[src/rtl/mux_pkg.sv]
// rtl/mux_pkg.sv - shared state and mode constants for the sequencing mux scanner
package mux_pkg;

  localparam logic [1:0] ST_IDLE   = 2'd0;
  localparam logic [1:0] ST_DIRECT = 2'd1;
  localparam logic [1:0] ST_SCAN   = 2'd2;

  localparam logic MODE_DIRECT = 1'b0;
  localparam logic MODE_SCAN   = 1'b1;

endpackage

[src/rtl/mux_out_reg.sv]
// rtl/mux_out_reg.sv - valid/ready output register with capture enable
module mux_out_reg #(
  parameter int WIDTH = 1
) (
  input  logic             clk,
  input  logic             rst_n,
  input  logic             capture_en,
  input  logic [WIDTH-1:0] d,
  input  logic             ready,
  output logic [WIDTH-1:0] q,
  output logic             valid,
  output logic             captured
);

  // A new sample only lands when the slot is empty or being drained this edge.
  assign captured = capture_en && (!valid || ready);

  always_ff @(posedge clk or negedge rst_n) begin
    if (!rst_n) begin
      q     <= '0;
      valid <= 1'b0;
    end else if (captured) begin
      q     <= d;
      valid <= 1'b1;
    end else if (ready) begin
      valid <= 1'b0;
    end
  end

endmodule

[src/rtl/seq_mux_scanner.sv]
// rtl/seq_mux_scanner.sv - registered N:1 mux with direct select and round-robin scan
module seq_mux_scanner
  import mux_pkg::*;
#(
  parameter int NUM_IN = 7,
  parameter int WIDTH  = 1,
  parameter int SEL_W  = 3,
  parameter int DWELL  = 4
) (
  input  logic                    clk,
  input  logic                    rst_n,
  input  logic [NUM_IN*WIDTH-1:0] in_data,
  input  logic [SEL_W-1:0]        address,
  input  logic                    mode,
  input  logic                    sel_load,
  input  logic                    enable,
  output logic [WIDTH-1:0]        out_data,
  output logic                    out_valid,
  input  logic                    out_ready,
  output logic [SEL_W-1:0]        cur_sel,
  output logic                    scan_wrap,
  output logic                    addr_err
);

  localparam int CNT_W = $clog2(DWELL + 1);
  localparam logic [CNT_W-1:0] DWELL_C  = CNT_W'(DWELL);
  localparam logic [SEL_W-1:0] LAST_SEL = SEL_W'(NUM_IN - 1);
  localparam logic [SEL_W:0]   NUM_IN_C = (SEL_W + 1)'(NUM_IN);

  logic [1:0]       state;
  logic [CNT_W-1:0] dwell_cnt;
  logic [CNT_W-1:0] dwell_inc;
  logic [WIDTH-1:0] sel_data;
  logic             active;
  logic             captured;
  logic             addr_oor;

  // Out-of-range selections read as zero rather than indexing past the bank.
  always_comb begin
    sel_data = '0;
    for (int i = 0; i < NUM_IN; i++) begin
      if (cur_sel == SEL_W'(i)) sel_data = in_data[i*WIDTH +: WIDTH];
    end
  end

  assign active    = enable && ((state == ST_DIRECT) || (state == ST_SCAN));
  assign addr_oor  = {1'b0, address} >= NUM_IN_C;
  assign dwell_inc = dwell_cnt + CNT_W'(1);

  mux_out_reg #(.WIDTH(WIDTH)) u_out_reg (
    .clk        (clk),
    .rst_n      (rst_n),
    .capture_en (active),
    .d          (sel_data),
    .ready      (out_ready),
    .q          (out_data),
    .valid      (out_valid),
    .captured   (captured)
  );

  always_ff @(posedge clk or negedge rst_n) begin
    if (!rst_n) begin
      state     <= ST_IDLE;
      cur_sel   <= '0;
      dwell_cnt <= '0;
      scan_wrap <= 1'b0;
      addr_err  <= 1'b0;
    end else begin
      scan_wrap <= 1'b0;
      if (!enable) begin
        state <= ST_IDLE;
      end else if (sel_load) begin
        case (mode)
          MODE_SCAN: begin
            state     <= ST_SCAN;
            cur_sel   <= '0;
            dwell_cnt <= '0;
          end
          MODE_DIRECT: begin
            state   <= ST_DIRECT;
            cur_sel <= address;
            if (addr_oor) addr_err <= 1'b1;
          end
        endcase
      end else if ((state == ST_SCAN) && captured) begin
        if (dwell_inc == DWELL_C) begin
          dwell_cnt <= '0;
          if (cur_sel == LAST_SEL) begin
            cur_sel   <= '0;
            scan_wrap <= 1'b1;
          end else begin
            cur_sel <= cur_sel + SEL_W'(1);
          end
        end else begin
          dwell_cnt <= dwell_inc;
        end
      end
    end
  end

endmodule

[config.mk]
export PLATFORM = sky130hd
export DESIGN_NAME = seq_mux_scanner
export DESIGN_NICKNAME = d
export VERILOG_FILES = /design/src/rtl/mux_pkg.sv /design/src/rtl/mux_out_reg.sv /design/src/rtl/seq_mux_scanner.sv
export SDC_FILE = /design/constraint.sdc
export NUM_CORES = 1
export LEC_CHECK = 0
export ABC_AREA = 1
export CAP_MARGIN = 20
export CORE_MARGIN = 2
export CORE_UTILIZATION = 44
export DETAILED_ROUTE_END_ITERATION = 8
export PLACE_DENSITY = 0.82
export SLEW_MARGIN = 20
export SYNTH_ARGS = -nofsm -noshare
export SYNTH_HDL_FRONTEND = slang
export SYNTH_SLANG_ARGS = --single-unit
[constraint.sdc]
create_clock -name clk -period 2.1 [get_ports clk]
set_input_delay 0.21 -clock clk [delete_from_list [all_inputs] [get_ports clk]]
set_output_delay 0.21 -clock clk [all_outputs]
set_load 0.1 [all_outputs]
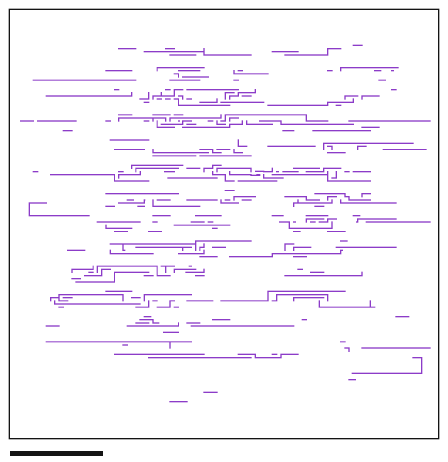
(run_1/layer_met1.png)
Bar = 10 um.
nets with wire on the layer: 130
wire length on this layer: 746 um
main direction: horizontal
longest straight run: 15.6 um
share of all routed wire: 45%
M1 GR Usage: 22.28%
total number of vias: 728
Routed WL: 1670 um

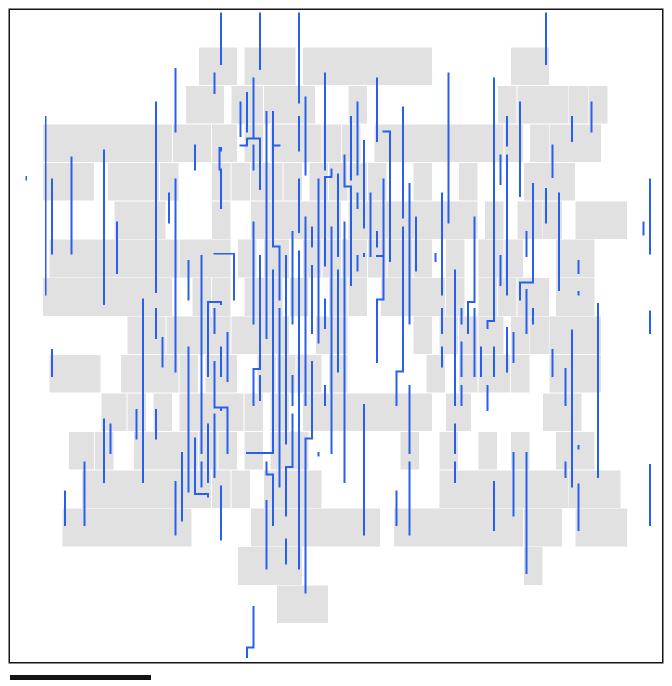
(run_1/layer_met2.png)
Bar = 10 um.
nets with wire on the layer: 114
main direction: vertical
wire length on this layer: 811 um
met2 layer usage reported by global route: 31.67%

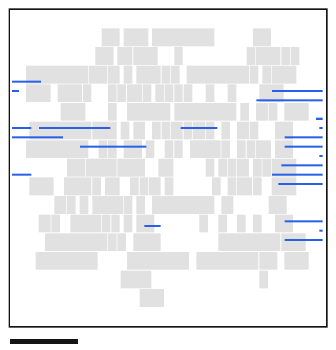
(run_1/layer_met3.png)
Bar = 10 um.
share of all routed wire: 6.1%
nets with wire on the layer: 20
met3 global-route usage: 3.922%

==> flow_metrics.env, run 1 <==
# source this file to load flow results
export IMPL_relSlewSlack_pct=65.08
export IMPL_p_switching_uw=429.4
export IMPL_grt_usage_pct=18.66
export IMPL_wl_met1_um=745
export IMPL_fp_util_pct=46.30
export IMPL_nWellTaps=17
export IMPL_fp_row_count=15
export IMPL_critPathArrivalTime_ps=1560
export IMPL_final_hold_viol_count=0
export IMPL_status="completed"
export IMPL_cts_buffer_depth=2
export IMPL_inverters_excl_clock=17
export IMPL_ir_worst_vdd_uv=437.7
export IMPL_worstSetupEndpoint="cur_sel[1]$_DFFE_PN0P_"
export IMPL_power_density_nw_per_um2=848.0
export IMPL_drt_initial_drc_count=22
export IMPL_warnings=28
export IMPL_switching_share_pct=49.23
export IMPL_ios=23
export IMPL_slowest_stage="dfrtp_1"
export IMPL_r2r_start="state[0]$_DFFE_PN0P_"
-- run 1: power groups by stage --
stage / Clock [mW] / Sequential [mW] / Combinational [mW]
after global routing: 0.151 / 0.305 / 0.463
after floorplan: 0 / 0.508 / 0.115
after detailed placement: 0 / 0.303 / 0.435
after CTS: 0.142 / 0.298 / 0.435
after global placement: 0 / 0.302 / 0.429
final: 0.142 / 0.298 / 0.432
-- run 1: layout by cell type (no fill, tap or decap), types with 2 or more instances in the layout --
master           count
o21ai_1              2
buf_4                7
ha_1                 5
inv_1               16
nand3_1              6
nor2_4               2
nand4_1              4
nor2_1               7
dfrtp_1             12
nand2_1             40
clkdlybuf4s50_1     15
clkbuf_4             3
==> run 2: changes to the inputs <==
--- a/config.mk
+++ b/config.mk
@@ -8,9 +8,9 @@
 export ABC_AREA = 1
 export CAP_MARGIN = 20
 export CORE_MARGIN = 2
-export CORE_UTILIZATION = 44
+export CORE_UTILIZATION = 41
 export DETAILED_ROUTE_END_ITERATION = 8
-export PLACE_DENSITY = 0.82
+export PLACE_DENSITY = 0.81
 export SLEW_MARGIN = 20
 export SYNTH_ARGS = -nofsm -noshare
 export SYNTH_HDL_FRONTEND = slang
==> constraint.sdc (replaced) <==
create_clock -name clk -period 1.26 [get_ports clk]
set_input_delay 0.126 -clock clk [delete_from_list [all_inputs] [get_ports clk]]
set_output_delay 0.126 -clock clk [all_outputs]
set_load 0.1 [all_outputs]
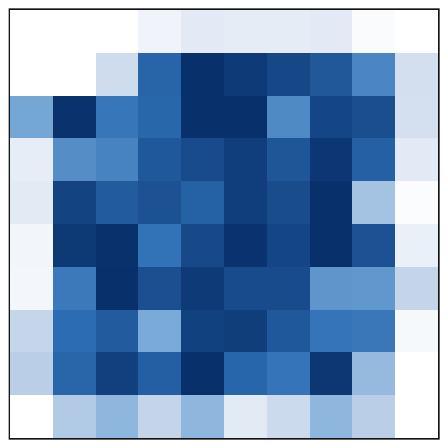
(run_2/cell_density.png)
The die is cut into 10 by 10 equal tiles; white is low, dark blue is high, 0 to 100% covered.
fullest tile: 100%
nearly empty tiles: 9.0%
tiles over 75% full: 47%
densest ninth of the die: centre
post-layout util: 75.74%
Core Area: 1764 um2
FP Core Util: 44.33%

==> flow_metrics.env, run 2 <==
# source this file to load flow results
export IMPL_seq_area_um2=315.3
export IMPL_layout_top_cells="nand2_1 (32), clkdlybuf4s50_1 (15), inv_1 (12), buf_4 (12), dfrtp_1 (8)"
export IMPL_grt_met1_usage_pct=26.17
export IMPL_worst_slack_ps=-67.51
export IMPL_clkCellAreaFrac_pct=1.966
export IMPL_status="complete, but fails checks"
export IMPL_dieWidth_um=47.67
export IMPL_powerSeq_uw=520
export IMPL_p_switching_uw=817.5
export IMPL_switching_share_pct=45.72
export IMPL_maxCapViolCount=0
export IMPL_ios=23
export IMPL_pg_clk_uw=261
export IMPL_grt_usage_pct=21.04
export IMPL_relSlewSlack_pct=79.77
export IMPL_critPathBufInv=1
export IMPL_clock_latency_ps=280
export IMPL_r2r_cells=7
export IMPL_fp_row_count=15
export IMPL_final_hold_viol_count=0
export IMPL_lay_top_count="nand2_1"
export IMPL_grt_max_degree=13
export IMPL_syn_area_per_cell_um2=7.377
export IMPL_skew_ps=2.142
export IMPL_ir_worst_vdd_uv=1198
export IMPL_r2r_start="dwell_cnt[0]$_DFFE_PN0P_"
export IMPL_slowest_stage="dfrtp_1"
export IMPL_nWellTaps=25
export IMPL_violations="negative setup slack"
export IMPL_drt_initial_drc_count=9
export IMPL_use_met3_pct=5.283
export IMPL_top_power_group="combinational logic"
export IMPL_comb_power_mw=1.01
export IMPL_warnings=31
export IMPL_worstSetupEndpoint="cur_sel[1]$_DFFE_PN0P_"
export IMPL_finalSetupViolations=7
export IMPL_leakagePower_nw=0.6525
export IMPL_place_inst=165
export IMPL_wl_met1_um=876
export IMPL_critPathArrivalTime_ps=1550
export IMPL_inverters_excl_clock=17
export IMPL_power_density_nw_per_um2=1338
export IMPL_cts_buffer_depth=2
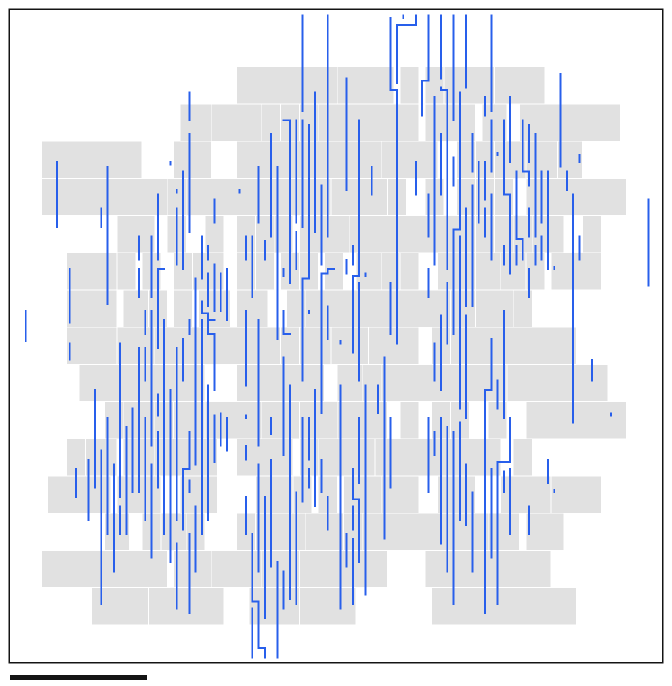
(run_2/layer_met2.png)
Bar = 10 um.
share of all routed wire: 51%
longest straight run: 18.5 um
wire length on this layer: 1100 um
nets with wire on the layer: 145
main direction: vertical
met2 layer usage reported by global route: 34.05%
Routed WL: 2131 um
total number of vias: 838

==> run 2: cell counts after synthesis <==
No cell type changed its count.
==> run 2: cells by family (layout without fill, tap and decap cells) <==
kind of cell	count (synthesis)	in the layout	share of synthesized area [%]
AND/OR/NAND/NOR	65	65	39.68
buffers and inverters	17	57	8.160
flip-flops	12	12	38.40
AND-OR/OR-AND	7	7	5.760
adder cells (fa/ha/maj)	5	5	8.000
==> run 2: stage by stage <==
| step | TNS (ps) | instance area (um2) |
|---|---|---|
| final | -321.5 | 1336 |
| after global routing | -825.6 | 1336 |
| after CTS | -420.9 | 1275 |
| after detailed placement | -601.5 | 1226 |
| after floorplan | -307.1 | 814.5 |
| after global placement | -174.8 | 1226 |
Power figures rest on the tool's default switching activity, not on a simulated workload.
